==> src/rtl/timer_pkg.sv <==
// Shared types and defaults for the countdown timer and its prescale divider.
package timer_pkg;

  typedef enum logic [1:0] {
    IDLE  = 2'd0,
    RUN   = 2'd1,
    PAUSE = 2'd2
  } state_t;

  localparam int DEF_WIDTH      = 8;
  localparam int DEF_PRESCALE_W = 8;

endpackage

==> src/rtl/prescale_divider.sv <==
// Tick generator: one-cycle tick every prescale+1 enabled cycles; load captures the period.
// Combinational tick from the registered pre counter; holds its state while enable is low.
module prescale_divider
  import timer_pkg::*;
#(
  parameter int PRESCALE_W = DEF_PRESCALE_W
) (
  input  logic                  clk,
  input  logic                  reset,
  input  logic                  enable,
  input  logic                  load,
  input  logic [PRESCALE_W-1:0] prescale,
  output logic                  tick
);

  logic [PRESCALE_W-1:0] period;
  logic [PRESCALE_W-1:0] pre;

  assign tick = enable && !load && (pre == '0);

  // The period is captured at load so later changes on the prescale pins do not disturb a run.
  always_ff @(posedge clk or posedge reset) begin
    if (reset) begin
      period <= '0;
      pre    <= '0;
    end else if (load) begin
      period <= prescale;
      pre    <= prescale;
    end else if (enable) begin
      if (pre == '0) pre <= period;
      else           pre <= pre - PRESCALE_W'(1);
    end
  end

endmodule

==> src/rtl/countdown_timer.sv <==
// Loadable prescaled down-counter with one-shot/auto-reload, pause, resume and abort.
// All outputs registered; first decrement prescale+1 cycles after start, stop beats start.
module countdown_timer
  import timer_pkg::*;
#(
  parameter int WIDTH      = DEF_WIDTH,
  parameter int PRESCALE_W = DEF_PRESCALE_W
) (
  input  logic                  clk,
  input  logic                  reset,
  input  logic [WIDTH-1:0]      load_val,
  input  logic [PRESCALE_W-1:0] prescale,
  input  logic                  start,
  input  logic                  stop,
  input  logic                  auto_reload,
  output logic [WIDTH-1:0]      count,
  output logic                  busy,
  output logic                  tc_pulse,
  output logic                  done
);

  state_t           state;
  state_t           state_nxt;
  logic [WIDTH-1:0] count_nxt;
  logic             tc_nxt;
  logic             done_nxt;
  logic             pre_load;
  logic             pre_en;
  logic             tick;
  logic             load_zero;

  assign load_zero = (load_val == '0);

  prescale_divider #(
    .PRESCALE_W (PRESCALE_W)
  ) u_div (
    .clk      (clk),
    .reset    (reset),
    .enable   (pre_en),
    .load     (pre_load),
    .prescale (prescale),
    .tick     (tick)
  );

  always_comb begin
    state_nxt = state;
    count_nxt = count;
    tc_nxt    = 1'b0;
    done_nxt  = done;
    pre_load  = 1'b0;
    pre_en    = 1'b0;
    // A start from IDLE or RUN (re)launches the run; a zero load completes immediately.
    if (start && !stop && (state != PAUSE)) begin
      if (load_zero) begin
        count_nxt = '0;
        tc_nxt    = 1'b1;
        done_nxt  = 1'b1;
        state_nxt = IDLE;
      end else begin
        count_nxt = load_val;
        pre_load  = 1'b1;
        done_nxt  = 1'b0;
        state_nxt = RUN;
      end
    end else begin
      unique case (state)
        IDLE: state_nxt = IDLE;
        RUN: begin
          if (stop) begin
            state_nxt = PAUSE;
          end else begin
            pre_en = 1'b1;
            if (tick) begin
              if (count > WIDTH'(1)) begin
                count_nxt = count - WIDTH'(1);
              end else if (count == WIDTH'(1)) begin
                tc_nxt = 1'b1;
                if (auto_reload && !load_zero) begin
                  count_nxt = load_val;
                end else begin
                  count_nxt = '0;
                  state_nxt = IDLE;
                  done_nxt  = 1'b1;
                end
              end
            end
          end
        end
        PAUSE: begin
          if (stop)       state_nxt = IDLE;
          else if (start) state_nxt = RUN;
        end
        default: state_nxt = IDLE;
      endcase
    end
  end

  always_ff @(posedge clk or posedge reset) begin
    if (reset) begin
      state    <= IDLE;
      count    <= '0;
      busy     <= 1'b0;
      tc_pulse <= 1'b0;
      done     <= 1'b0;
    end else begin
      state    <= state_nxt;
      count    <= count_nxt;
      busy     <= (state_nxt != IDLE);
      tc_pulse <= tc_nxt;
      done     <= done_nxt;
    end
  end

endmodule

==> config.mk <==
export PLATFORM = sky130hd
export DESIGN_NAME = countdown_timer
export DESIGN_NICKNAME = d
export VERILOG_FILES = /design/src/rtl/timer_pkg.sv /design/src/rtl/prescale_divider.sv /design/src/rtl/countdown_timer.sv
export SDC_FILE = /design/constraint.sdc
export NUM_CORES = 1
export LEC_CHECK = 0
export ABC_AREA = 1
export CAP_MARGIN = 20
export CORE_AREA = 4 4 51 87
export DETAILED_ROUTE_END_ITERATION = 8
export DIE_AREA = 0 0 55 91
export MAX_ROUTING_LAYER = met4
export PLACE_DENSITY = 0.77
export SKIP_CTS_REPAIR_TIMING = 1
export SLEW_MARGIN = 20
export SYNTH_ARGS = -nofsm -noshare
export SYNTH_HDL_FRONTEND = slang
export SYNTH_SLANG_ARGS = --single-unit
==> constraint.sdc <==
create_clock -name clk -period 1.8 [get_ports clk]
set_input_delay 0.54 -clock clk [delete_from_list [all_inputs] [get_ports clk]]
set_output_delay 0.54 -clock clk [all_outputs]
set_load 0.01 [all_outputs]
Figure 1. Where the registers sit.
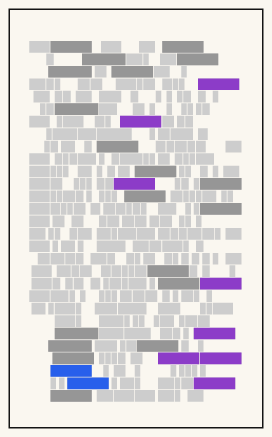
Key: state = blue [sequential cells 2]; u_div.period = purple [sequential cells 8]
sequential power: 1.00 mW
register area: 732 um^2
Seq/total area: 0.273
fin util: 0.732

Figure 2. Cell placement.
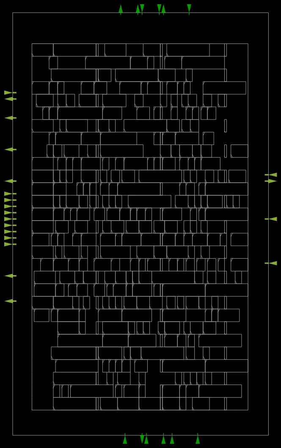
Tapcells: 46
core area: 3660 um^2

Figure 3. Signal wires on met2.
Cells faint in the background.
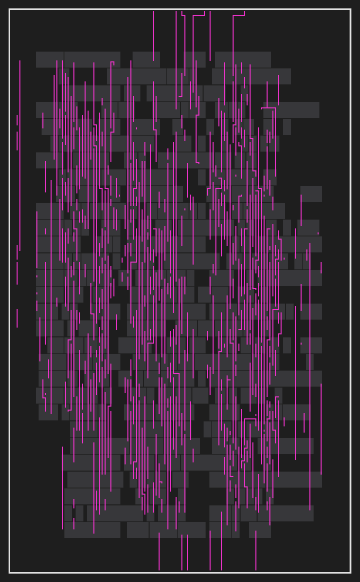
The layer holds 58% of the routed length. The wires run mostly vertical. The layer carries 2790 um of wire. The longest straight run is 43.2 um.
DR vias: 1896
met2 Resource Use GR: 0.382
DRT Wirelength: 4.85 mm

==> ci_impl_report.md <==
### Metrics collected by this job

| Metric | Value |
|---|---|
| Outcome | finished clean |
| Simple-Gate Area Share | 0.322 |
| Total Neg Setup Slack | 0 ns |
| Global-route wire length before repair | ~7.9 mm |
| Root Buffer Master | clkbuf_8 |
| Maximum clock insertion buffer count | 2 |
| Post-layout nets | 342 |
| Slew headroom | 0.761 |
| Die ar. | 5010 um^2 |
| Pre-CTS WS | -0.309 ns |
| Residual DRC | 0 |
| Worst R2R Start | u_div.pre[0]$_DFFE_PP0P_ |
| Drt first-iter violations | around 42 |
| Total power | between 2 and 3 mW |
| Int Power | 1.80 mW |
| Aggregate global routing overflow | 0 |
| Fin area | 2680 um^2 |
| Final min period | between 1.5 and 2 ns |
| Fin worst setup slack | 0.0361 ns |
| Delay of the slowest critical-path stage | 0.56 ns |
| Syn_nets | 275 |
| Top pwr grp | combinational logic |
| Gate power share | 0.481 |
| Hold Path Cell Cnt | 2 |
| EDFF count, synth | 0 |
| Met2 routed WL | 2.79 mm |
| Most numerous cell in the Yosys netlist | nand2_1 |
| Area Growth Syn to Fin | 38.7% |
| Post-synthesis area per instance | 7.79 um^2 |
| Mapped Cells | around 250 |
| Starting Density | 0.527 |
| Clk latency late pin | around 0.28 ns |
| Vias in the first global route | 1886 |
| Row count | 29 |
| Share of flip-flops with an asynchronous set or reset | 1.00 |
| RR Endpoint | busy$_DFF_PP0_ |
| H-tree depth | 2 |
| Port bufs | 31 |
| Final setup vio count | 0 |
| Switching share of power | 0.394 |
| Final ANT Viol Nets | 0 |
| Logic area | 1060 um^2 |
| RePlAce Congestion | 0.955 |
| Mux area share | 0 |
| Commonest flop | dfrtp_1 |
| Biggest Area Class | multi-input combinational cells |
| Synth unique cells | 37 |
| Cell area leaders | dfrtp_1 (38%), nand2_1 (12%), inv_1 (4.7%) |
| Layout cells sized above 1 | 0.279 |
| Top cells excl fill/tap | nand2_1 (58), buf_4 (32), dfrtp_1 (24) |
| Drt pass-1 iters | 4 |
| Routed wl met3 | 181 um |
| CP top delay family | buffers and inverters |
| WHS Endpoint | u_div.period[5]$_DFFE_PP0P_ |
| Peak VDD IR | between 1 and 1.5 mV |
| Die W | 55 um |
| Clkbuf count | 7 |
| Crit path required time | 1.26 ns |
| Worst Tran Pin Value | 0.358 ns |
| Skew final | 0.00819 ns |
| XOR Share, Synth | 0.0227 |
| Unrepaired setup endpoints after global routing | yes |
| Invs w/o clock | 33 |
| CP endpoint kind | primary output |
| Post-synth seq share | 0.375 |
| Vias/cell | 5.25 |
| Synth top area share | 0.375 |
| Overall routing resource usage | 0.217 |
| Clk slew on worst S/H paths | 0.06 ns |
| Number of filler cells placed in the layout | 276 |
| Compound Share, Synth | 0.153 |
| PwrDens | 1100 nW/um^2 |
| Fa+ha+maj area frac | 0.0388 |
| Main logic family | simple AND/OR/NAND/NOR gates |
| Max Cap Violations | 0 |
| Flops | 29 |
| Drt wl/cell | 13.4 um |
| Largest regs | count x8, u_div.period x8, u_div.pre x8 |
| Max layer used | met4 |
| Grt peak-use layer | met2 |
| Comb power | 1.42 mW |
| Wire length on met1 | about 1.7 mm |
| Worst setup startpoint | count[1]$_DFFE_PP0P_ |
| Crit path buf inv count | 1 |
| Clock share of power | 0.181 |
| Max Freq | 0.567 GHz |
| CTS tree | built |
| Cycle use final | 0.980 |
| Leak Pwr | 1.42 nW |
| Top cells by count | nand2_1 (61), dfrtp_1 (29), inv_1 (24) |
| Synthesized flop and latch total | 29 |
| Placed cells | 348 |
| Met1 Usage GRT | 0.214 |
| Worst r2r path cells | 10 |
| Warning count from the yosys run | 0 |
| CP Depth | 1 |
| Crit path launch type | flop |
| Slowest-stage cell, CP | clkdlybuf4s50_1 |
| Critical Path Fanout Max | 3 |
| Worst Path Arrival | between 1 and 1.5 ns |
| Crit path cell chain | clkdlybuf4s50_1 |
| Placed inst area | 2470 um^2 |
| Die height | 91 um |
| Cell taking the most area after synthesis | dfrtp_1 |
| CTS Buf Count | 5 |
| Non-CTS buffers | 65 |
| Ports | 32 |
| Logic share of the area | 0.397 |
| Layout clock area frac | 0.0322 |
| Dominant logic cell type in the layout | nand2_1 |
| DP HPWL | 3.78 mm |
| Antenna cells | 0 |
| Antenna violations before repair | 0 |
| Clock sink count | 29 |
| YS chip area | about 1900 um^2 |
| Final non-clock buffer share | 0.229 |
| Comb gates | 181 |
| NetSw | between 1 and 1.5 mW |
| Clk power | ~0.54 mW |
| Seq pwr share | 0.338 |
| Tool warnings | 30 |
| Max-slew violations | 0 |
| Hold Path Origin | u_div.period[5]$_DFFE_PP0P_ |
| Pin count of the biggest net entering global routing | 30 |
| Flop-to-flop setup slack | ~0.090 ns |
| Met3 usage | 0.0410 |
| Synthesized area | 1930 um^2 |
| Worst hold path type | reg2reg |
| Setup crit end | count[1] |
| Hold Fails Final Rpt | 0 |
| Post-Layout Cell Count | 361 |
| Yosys Instances | between 200 and 250 |
| Setup CP Type | reg2out |
Power and IR drop assume default switching activity.
